File: src/rtl/truth_table_sweeper_if.sv
// truth_table_sweeper_if
// Bundles the sweeper's request, stimulus, response and status signals.
//   start           - one-cycle sweep request (toward the sweeper)
//   A,B,C,D         - stimulus vector {A,B,C,D} (from the sweeper)
//   F               - downstream boolean stage response (toward the sweeper)
//   busy, done      - sweep in progress / sweep complete
//   pass            - sweep finished with no mismatches (valid while done)
//   err_count       - mismatching vectors in the current or last sweep
//   first_err_vec   - vector of the first mismatch
//   first_err_valid - first_err_vec holds a captured value
//   cov_mask        - bit n set once vector n has been sampled
// Modports: slave = the sweeper itself, master = whoever requests sweeps
// and models the downstream stage.
interface truth_table_sweeper_if;
  logic        start;
  logic        A;
  logic        B;
  logic        C;
  logic        D;
  logic        F;
  logic        busy;
  logic        done;
  logic        pass;
  logic [4:0]  err_count;
  logic [3:0]  first_err_vec;
  logic        first_err_valid;
  logic [15:0] cov_mask;

  modport slave (
    input  start, F,
    output A, B, C, D, busy, done, pass, err_count,
           first_err_vec, first_err_valid, cov_mask
  );

  modport master (
    output start, F,
    input  A, B, C, D, busy, done, pass, err_count,
           first_err_vec, first_err_valid, cov_mask
  );
endinterface

File: src/rtl/truth_table_sweeper.sv
// truth_table_sweeper
// Walks the 16 input vectors {A,B,C,D} = 0000..1111 through a downstream
// boolean stage, holding each vector SETTLE_CYCLES+1 cycles and sampling F
// on the last edge of the hold. F is checked against (B&D)|(~B&~D); the
// mismatch count, first failing vector and sampled-vector coverage are kept.
// Ports:
//   clk - rising-edge clock
//   rst - asynchronous active-high reset
//   bus - truth_table_sweeper_if.slave (start/F in, stimulus and status out)
module truth_table_sweeper #(
  parameter int unsigned SETTLE_CYCLES = 1
) (
  input  logic                        clk,
  input  logic                        rst,
  truth_table_sweeper_if.slave        bus
);

  typedef enum logic [1:0] {
    IDLE   = 2'd0,
    SETTLE = 2'd1,
    DONE   = 2'd2
  } state_t;

  localparam logic [3:0] HOLD_LOAD = 4'(SETTLE_CYCLES);

  state_t      state_q, state_d;
  logic [3:0]  vec_q, vec_d;
  logic [3:0]  hold_q, hold_d;
  logic [4:0]  err_count_q, err_count_d;
  logic [3:0]  first_err_vec_q, first_err_vec_d;
  logic        first_err_valid_q, first_err_valid_d;
  logic [15:0] cov_mask_q, cov_mask_d;
  logic        busy_q, busy_d;
  logic        done_q, done_d;
  logic        pass_q, pass_d;
  logic        expected_s;
  logic        mismatch_s;

  // Next-state, sweep bookkeeping and registered-output decode.
  always_comb begin
    state_d           = state_q;
    vec_d             = vec_q;
    hold_d            = hold_q;
    err_count_d       = err_count_q;
    first_err_vec_d   = first_err_vec_q;
    first_err_valid_d = first_err_valid_q;
    cov_mask_d        = cov_mask_q;
    // Expected response is B XNOR D of the vector currently on the pins.
    expected_s        = ~(vec_q[2] ^ vec_q[0]);
    mismatch_s        = (bus.F != expected_s);

    case (state_q)
      IDLE, DONE: begin
        if (bus.start) begin
          state_d           = SETTLE;
          vec_d             = 4'd0;
          hold_d            = HOLD_LOAD;
          err_count_d       = 5'd0;
          first_err_vec_d   = 4'd0;
          first_err_valid_d = 1'b0;
          cov_mask_d        = 16'd0;
        end else begin
          state_d = state_q;
        end
      end
      SETTLE: begin
        // hold_q reaching zero marks the final edge of this vector's hold.
        if (hold_q == 4'd0) begin
          cov_mask_d = cov_mask_q | (16'd1 << vec_q);
          if (mismatch_s) begin
            err_count_d = err_count_q + 5'd1;
            if (!first_err_valid_q) begin
              first_err_vec_d   = vec_q;
              first_err_valid_d = 1'b1;
            end else begin
              first_err_vec_d   = first_err_vec_q;
            end
          end else begin
            err_count_d = err_count_q;
          end
          if (vec_q == 4'hF) begin
            state_d = DONE;
            vec_d   = 4'd0;
          end else begin
            vec_d  = vec_q + 4'd1;
            hold_d = HOLD_LOAD;
          end
        end else begin
          hold_d = hold_q - 4'd1;
        end
      end
      default: begin
        state_d = IDLE;
        vec_d   = 4'd0;
      end
    endcase

    busy_d = (state_d == SETTLE);
    done_d = (state_d == DONE);
    pass_d = (state_d == DONE) && (err_count_d == 5'd0);
  end

  // State and output registers with asynchronous reset.
  always_ff @(posedge clk or posedge rst) begin
    if (rst) begin
      state_q           <= IDLE;
      vec_q             <= 4'd0;
      hold_q            <= 4'd0;
      err_count_q       <= 5'd0;
      first_err_vec_q   <= 4'd0;
      first_err_valid_q <= 1'b0;
      cov_mask_q        <= 16'd0;
      busy_q            <= 1'b0;
      done_q            <= 1'b0;
      pass_q            <= 1'b0;
    end else begin
      state_q           <= state_d;
      vec_q             <= vec_d;
      hold_q            <= hold_d;
      err_count_q       <= err_count_d;
      first_err_vec_q   <= first_err_vec_d;
      first_err_valid_q <= first_err_valid_d;
      cov_mask_q        <= cov_mask_d;
      busy_q            <= busy_d;
      done_q            <= done_d;
      pass_q            <= pass_d;
    end
  end

  assign bus.A               = vec_q[3];
  assign bus.B               = vec_q[2];
  assign bus.C               = vec_q[1];
  assign bus.D               = vec_q[0];
  assign bus.busy            = busy_q;
  assign bus.done            = done_q;
  assign bus.pass            = pass_q;
  assign bus.err_count       = err_count_q;
  assign bus.first_err_vec   = first_err_vec_q;
  assign bus.first_err_valid = first_err_valid_q;
  assign bus.cov_mask        = cov_mask_q;

endmodule

File: src/flat_wrapper.sv
// flat-port wrapper written by rule: the top's interface ports become plain ports
module truth_table_sweeper_flat 
#(
  parameter int unsigned SETTLE_CYCLES = 1
)
  (clk, rst, bus_start, bus_F, bus_A, bus_B, bus_C, bus_D, bus_busy, bus_done, bus_pass, bus_err_count, bus_first_err_vec, bus_first_err_valid, bus_cov_mask);
  truth_table_sweeper_if bus_i ();
  input  logic clk;
  input  logic rst;
  input wire logic [$bits(bus_i.start)-1:0] bus_start;
  input wire logic [$bits(bus_i.F)-1:0] bus_F;
  output wire logic [$bits(bus_i.A)-1:0] bus_A;
  output wire logic [$bits(bus_i.B)-1:0] bus_B;
  output wire logic [$bits(bus_i.C)-1:0] bus_C;
  output wire logic [$bits(bus_i.D)-1:0] bus_D;
  output wire logic [$bits(bus_i.busy)-1:0] bus_busy;
  output wire logic [$bits(bus_i.done)-1:0] bus_done;
  output wire logic [$bits(bus_i.pass)-1:0] bus_pass;
  output wire logic [$bits(bus_i.err_count)-1:0] bus_err_count;
  output wire logic [$bits(bus_i.first_err_vec)-1:0] bus_first_err_vec;
  output wire logic [$bits(bus_i.first_err_valid)-1:0] bus_first_err_valid;
  output wire logic [$bits(bus_i.cov_mask)-1:0] bus_cov_mask;
  assign bus_i.start = bus_start;
  assign bus_i.F = bus_F;
  assign bus_A = bus_i.A;
  assign bus_B = bus_i.B;
  assign bus_C = bus_i.C;
  assign bus_D = bus_i.D;
  assign bus_busy = bus_i.busy;
  assign bus_done = bus_i.done;
  assign bus_pass = bus_i.pass;
  assign bus_err_count = bus_i.err_count;
  assign bus_first_err_vec = bus_i.first_err_vec;
  assign bus_first_err_valid = bus_i.first_err_valid;
  assign bus_cov_mask = bus_i.cov_mask;
  truth_table_sweeper #(.SETTLE_CYCLES(SETTLE_CYCLES)) u_core (.clk(clk), .rst(rst), .bus(bus_i));
endmodule
File: config.mk
export PLATFORM = sky130hd
export DESIGN_NAME = truth_table_sweeper_flat
export DESIGN_NICKNAME = d
export VERILOG_FILES = /design/src/rtl/truth_table_sweeper_if.sv /design/src/rtl/truth_table_sweeper.sv /design/src/flat_wrapper.sv
export SDC_FILE = /design/constraint.sdc
export NUM_CORES = 1
export LEC_CHECK = 0
export CORE_MARGIN = 3
export CORE_UTILIZATION = 50
export CTS_CLUSTER_SIZE = 24
export DETAILED_ROUTE_END_ITERATION = 16
export PLACE_DENSITY = 0.79
export SLEW_MARGIN = 20
export SYNTH_ARGS = -nofsm -noshare
export SYNTH_HDL_FRONTEND = slang
export SYNTH_SLANG_ARGS = --single-unit
File: constraint.sdc
create_clock -name clk -period 2.06 [get_ports clk]
set_input_delay 0.412 -clock clk [delete_from_list [all_inputs] [get_ports clk]]
set_output_delay 0.412 -clock clk [all_outputs]
set_load 0.01 [all_outputs]
==> job_summary.md <==
### Metrics collected by this job

| Metric | Value |
|---|---|
| Commonest flop | dfrtp_1 |
| Grt met2 use | 37.3% |
| Most instantiated logic cell after routing | dfrtp_1 |
| Outcome | completed |
| Synthesis area per yosys | 1760 µm² |
| Family with the most delay on the worst path | buffers and inverters |
| DR vias/cell | 5.53 |
| Least-Margin Pin Slew | 0.489 ns |
| Ports | 37 |
| Critical path buffer and inverter count | 1 |
| Fin cells | 268 |
| Unique cell types | 29 |
| Layout Nets | 235 |
| Clk buf depth | 2 |
| GR Util met1 | 24.4% |
| Setup TNS | 0 ns |
| Ant diodes | 0 |
| Psw | 1.28 mW |
| GPL Wtd Cong | 0.891 |
| DRC | 0 |
| PnR worst setup slack | 0.150 ns |
| Cells after DPL | 260 |
| Critical Path RT | 1.65 ns |
| Cts repair resizes | 0 |
| DRT Pass-1 Iters | 4 |
| Comb/total area | 32.2% |
| Most frequent cells in the layout | dfrtp_1 (39), clkdlybuf4s50_1 (36), nand2_1 (24), nor2_1 (20), o21ai_0 (15) |
| Synth Warn # | 0 |
| Routed wl met3 | 155 µm |
| Share of flip-flops with an asynchronous set or reset | 100% |
| Simple-gate share of the synthesized area | 19.7% |
| Slowest stage delay, CP | 0.60 ns |
| Minimum clock period | 1.91 ns |
| Max reg flops | 16 |
| CTS clock-pin slew for the worst setup and hold paths | 0.12 ns |
| Met2 wire len | 2.07 mm |
| Sequential power share | 38.4% |
| CP endpoint kind | output pin |
| Post-synth EDFFs | 0 |
| Post-synth top area cell | dfrtp_1 |
| Area grow syn2layout | 30.4% |
| Setup crit start kind | register |
| Total gr overflow | 0 |
| Xor/xnor share | 1.42% |
| Clock network area share | 2.28% |
| Area fraction in mux cells | 2.27% |
| Total Die Area | 4280 µm² |
| Layout cells sized above 1 | 11.6% |
| Htree depth | 2 |
cells by family (layout without fill, tap and decap cells):
family / after synthesis / count (layout)
adders and majority gates: 8 / 8
and+or+nand+nor: 68 / 68
DFF: 39 / 39
buffers and inverters: 14 / 64
AOI/OAI and AO/OA: 40 / 40
muxes: 4 / 4
xor gates and xnor gates: 1 / 1
how the worst max path moves through the flow:
| stage | end | slack, ns | cells past startpoint |
|---|---|---|---|
| finish | bus_A | 0.15 | 1 |
| global route | u_core.bus.first_err_vec[2] | 0.03 | 8 |
| CTS | u_core.hold_q[1] | 0.002 | 7 |
| detailed placement | u_core.bus.pass | -0.09 | 6 |
| global placement | u_core.bus.pass | -0.02 | 6 |
| floorplan | u_core.bus.pass | 0.22 | 5 |
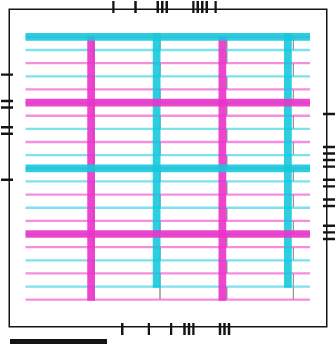
*Floorplan with the power grid*
Bar = 20 µm. Pins as bars on the die edge. Tap cells in gray.
- magenta: VSS
- cyan: VDD
- met4 straps: 4
- met5 straps: 4
- tap cells: 44
maximum vdd drop: 0.771 mV
Die Wd: 65.4 µm
Core Area: 3200 µm²

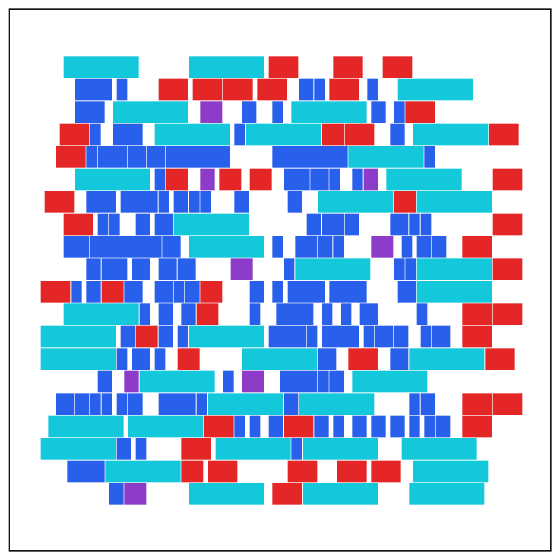
*Placement by cell class*
- cyan: flops (cells 39)
- blue: combinational and other logic (cells 130)
- purple: clock drivers and dummy loads (cells 8)
- red: other buffers and delay cells (cells 47)
FP Rows: 20
sequential share of cell area: 42.4%
final core occ: 71.8%
fin area: 2300 µm²

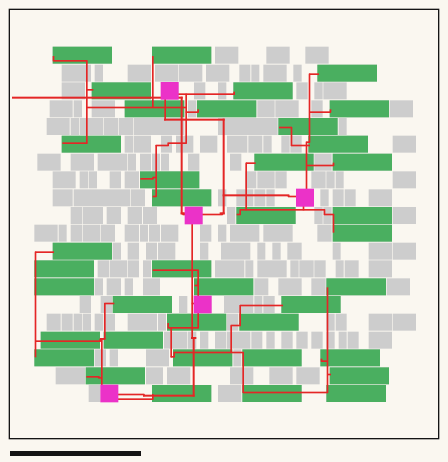
*Clock distribution*
Bar = 20 µm.
- green: flip-flops (count 39)
- red: clock wires (length 427 µm)
- magenta: clock drivers (count 5)
- flops lie: all over the die
- routed clock nets: 6
clock power share: 11.5%
clk pwr: 371 µW

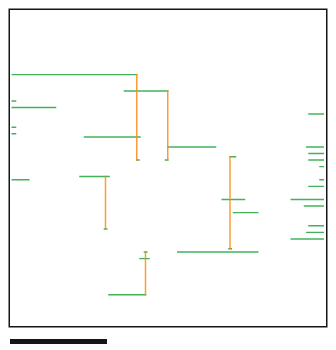
*Routed metal, one color a layer*
Bar = 20 µm. Two of the layers only.
- green: metal 3 (wire length 155 µm)
- orange: metal 4 (wire length 70.7 µm)
via count of the routed design: 1482
Wirelength per Cell: 14.8 µm
Routed Wire Length: 3.97 mm
global-route usage over all layers: 21.0%

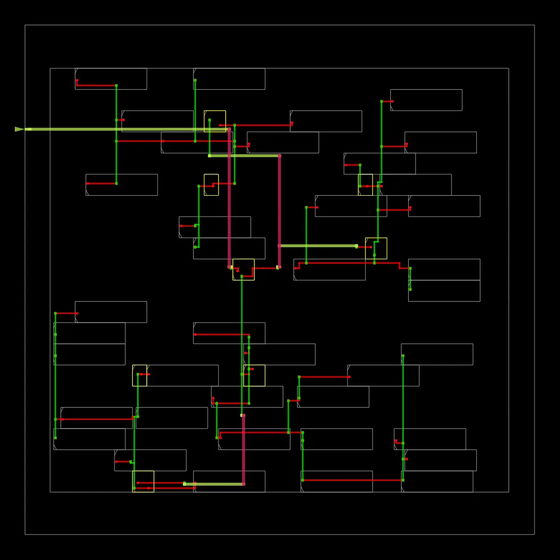
*The clock network*
CLK BUF: 5
total CTS buffers: 5
seq_cells: 39
clock sink count: 39
Setup Skew: 0.0130 ns

Power is estimated from default activity; no workload was simulated.
